**config.mk**
```make
export PLATFORM = sky130hd
export DESIGN_NAME = dmem_responder
export DESIGN_NICKNAME = d
export VERILOG_FILES = /design/src/rtl/mips_pkg.sv /design/src/rtl/dmem_array.sv /design/src/rtl/dmem_responder.sv
export SDC_FILE = /design/constraint.sdc
export NUM_CORES = 2
export LEC_CHECK = 0
export ABC_AREA = 1
export CAP_MARGIN = 0
export CORE_AREA = 4 4 519 418
export CTS_CLUSTER_DIAMETER = 30
export CTS_CLUSTER_SIZE = 16
export DETAILED_ROUTE_END_ITERATION = 10
export DIE_AREA = 0 0 523 422
export SLEW_MARGIN = 5
export SYNTH_ARGS = -nofsm -noshare
export SYNTH_HDL_FRONTEND = slang
export SYNTH_SLANG_ARGS = --single-unit
export TNS_END_PERCENT = 20
```
**constraint.sdc**
```tcl
create_clock -name clk -period 4.5 [get_ports clk]
set_input_delay 0.9 -clock clk [delete_from_list [all_inputs] [get_ports clk]]
set_output_delay 0.9 -clock clk [all_outputs]
set_load 0.005 [all_outputs]
```
**src/rtl/mips_pkg.sv**
```systemverilog
// Shared MIPS pipeline definitions used by the data-memory responder:
// responder FSM states, the default data-segment base address and the
// 32-bit word type.
package mips_pkg;

    typedef logic [31:0] word_t;

    typedef enum logic [1:0] {
        DMEM_IDLE = 2'd0,
        DMEM_BUSY = 2'd1,
        DMEM_DONE = 2'd2
    } dmem_state_e;

    localparam word_t DMEM_BASE_ADDR = 32'd1024;

endpackage

```
**src/rtl/dmem_array.sv**
```systemverilog
// DEPTH x 32 word storage for the data-memory responder.
// Synchronous write, asynchronous read, no reset: contents survive rst.
module dmem_array
    import mips_pkg::*;
#(
    parameter int unsigned DEPTH = 64,
    parameter int unsigned AW    = 6
) (
    input  logic          clk,
    input  logic          we,
    input  logic [AW-1:0] addr,
    input  word_t         wdata,
    output word_t         rdata
);

    word_t mem_q [DEPTH];

    // Write port: one word per cycle when enabled.
    always_ff @(posedge clk) begin
        if (we) begin
            mem_q[addr] <= wdata;
        end
    end

    assign rdata = mem_q[addr];

endmodule

```
**src/rtl/dmem_responder.sv**
```systemverilog
// Multi-cycle data-memory responder for the MEM stage.
// A load/store accepted in IDLE freezes the pipeline for WAIT_CYCLES BUSY
// cycles, completes against dmem_array on the last BUSY edge and signals
// ready for one DONE cycle.
// Optional macro DMEM_ERR_EN: enables address fault checks and the err
// output; when undefined err is tied low and the word index wraps.
//
// state     | meaning
// DMEM_IDLE | no access in flight; a request is accepted here
// DMEM_BUSY | wait states counting down; access performed when count is 0
// DMEM_DONE | access complete, ready for exactly one cycle
module dmem_responder
    import mips_pkg::*;
#(
    parameter word_t       BASE_ADDR   = DMEM_BASE_ADDR,
    parameter int unsigned DEPTH       = 64,
    parameter int unsigned WAIT_CYCLES = 5
) (
    input  logic        clk,
    input  logic        rst,
    input  logic        MEM_R_EN,
    input  logic        MEM_W_EN,
    input  logic [31:0] ALU_result,
    input  logic [31:0] ST_val,
    output logic [31:0] MEM_read_value,
    output logic        ready,
    output logic        freeze,
    output logic        err
);

    localparam int unsigned AW       = (DEPTH > 1) ? $clog2(DEPTH) : 1;
    localparam logic [3:0]  CNT_LOAD = 4'(WAIT_CYCLES - 1);

    dmem_state_e state_q, state_d;
    logic [3:0]  cnt_q, cnt_d;
    word_t       addr_q, addr_d;
    word_t       wdata_q, wdata_d;
    logic        wr_q, wr_d;
    word_t       rdata_q, rdata_d;
    logic        err_q, err_d;

    logic          req;
    word_t         off;
    logic [AW-1:0] idx;
    logic          fault;
    logic          arr_we;
    word_t         arr_rdata;
    logic          unused_off;

    assign req = MEM_R_EN | MEM_W_EN;
    assign off = addr_q - BASE_ADDR;
    assign idx = off[AW+1:2];
    // Only the index bits select a word; the rest feed the fault check.
    assign unused_off = ^{off[31:AW+2], off[1:0]};

`ifdef DMEM_ERR_EN
    // Out-of-window, beyond-depth (before truncation) or misaligned address.
    assign fault = (addr_q < BASE_ADDR) || (off[31:AW+2] != '0) || (addr_q[1:0] != 2'b00);
`else
    assign fault = 1'b0;
`endif

    dmem_array #(
        .DEPTH (DEPTH),
        .AW    (AW)
    ) u_array (
        .clk   (clk),
        .we    (arr_we),
        .addr  (idx),
        .wdata (wdata_q),
        .rdata (arr_rdata)
    );

    // Next-state, handshake outputs and access strobe.
    always_comb begin
        state_d = state_q;
        cnt_d   = cnt_q;
        addr_d  = addr_q;
        wdata_d = wdata_q;
        wr_d    = wr_q;
        rdata_d = rdata_q;
        err_d   = err_q;
        arr_we  = 1'b0;
        ready   = 1'b0;
        freeze  = 1'b0;
        case (state_q)
            DMEM_IDLE: begin
                ready  = ~req;
                freeze = req;
                if (req) begin
                    addr_d  = ALU_result;
                    wdata_d = ST_val;
                    wr_d    = MEM_W_EN;
                    cnt_d   = CNT_LOAD;
                    err_d   = 1'b0;
                    state_d = DMEM_BUSY;
                end
            end
            DMEM_BUSY: begin
                freeze = 1'b1;
                if (cnt_q != 4'd0) begin
                    cnt_d = cnt_q - 4'd1;
                end else begin
                    state_d = DMEM_DONE;
                    err_d   = fault;
                    if (wr_q) begin
                        arr_we = ~fault;
                    end else begin
                        rdata_d = fault ? '0 : arr_rdata;
                    end
                end
            end
            DMEM_DONE: begin
                // A request still held here belongs to the retiring access.
                ready   = 1'b1;
                state_d = DMEM_IDLE;
            end
            default: begin
                state_d = DMEM_IDLE;
            end
        endcase
    end

    // State and datapath registers; reset abandons any in-flight access.
    always_ff @(posedge clk) begin
        if (rst) begin
            state_q <= DMEM_IDLE;
            cnt_q   <= 4'd0;
            addr_q  <= '0;
            wdata_q <= '0;
            wr_q    <= 1'b0;
            rdata_q <= '0;
            err_q   <= 1'b0;
        end else begin
            state_q <= state_d;
            cnt_q   <= cnt_d;
            addr_q  <= addr_d;
            wdata_q <= wdata_d;
            wr_q    <= wr_d;
            rdata_q <= rdata_d;
            err_q   <= err_d;
        end
    end

    assign MEM_read_value = rdata_q;
    assign err            = (state_q == DMEM_DONE) && err_q;

endmodule

```
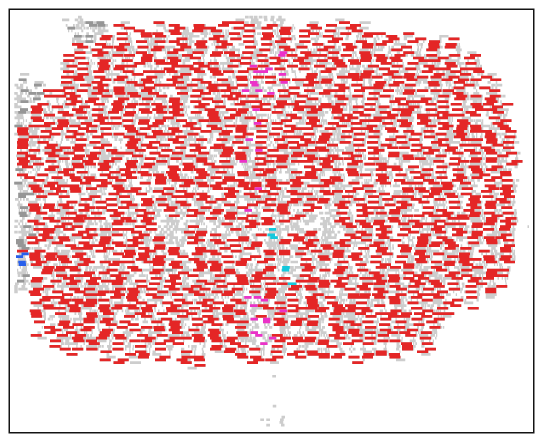
Fig. 1. Sequential cells grouped by signal name.
(1 px per um) Other sequential cells in the stronger grey, the rest of the logic in the fainter grey.
Key: `cnt_q` = blue [placed flops 4, where left middle]; `u_array.mem_q` = red [placed flops 2048]; `MEM_read_value` = magenta [placed flops 32, where a column down the middle]; `addr_q` = cyan [placed flops 6, where middle]
Another 35 sequential cells are not coloured.

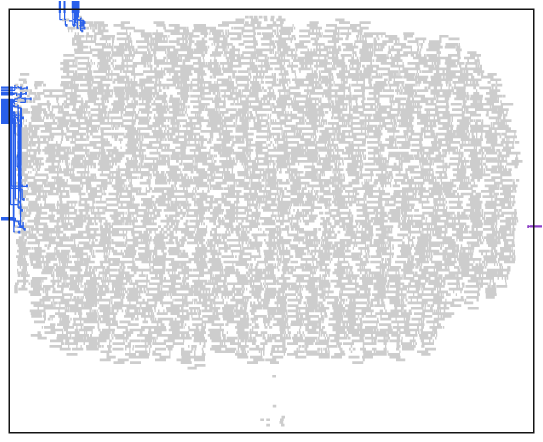
Fig. 2. Nets reached from selected ports.
(1 px per um)
Key: `ST_val` = blue [bits 32, direction input, edge 24 left, 8 top, end cells 32, buffers 32, wire 1440 um]; `err` = purple [bits 1, direction output, edge right, end cells 1, buffers 0, wire 4.10 um]

==> qor.yml <==
status: "completed"
p_comb_share_pct: 9.9
largest_cell_class: "registers"
hp-class: "reg2reg"
drcViolationCount: 0
cp.arrival_ns: 4.20
seq_power_uw: 22600
tritoncts: "built"
gp_congestion: 0.8132
slew_headroom_pct: 22.42
antenna_found_initial: 10
clockBufferCount: 416
wl_per_cell_um: 21.04
power.density_nw_per_um2: 532.9
inv_count: 1241
synth_cells: 8007
diodes: 1
crit_family: "simple AND/OR/NAND/NOR gates"
slowest_delay_ns: 0.71
place.detailed.hpwl_um: 129300
first_pass_iters: 9
synthTopLogicFamily: "simple AND/OR/NAND/NOR gates"
pwr-share-seq_pct: 39.9
ys_sh_adder_pct: 0.01414
avgSynthCellArea_um2: 11.05
path_max_fanout: 15
critical_path_buf_inv_count: 4
No activity file was given, so power comes from the tool's default toggle rates.
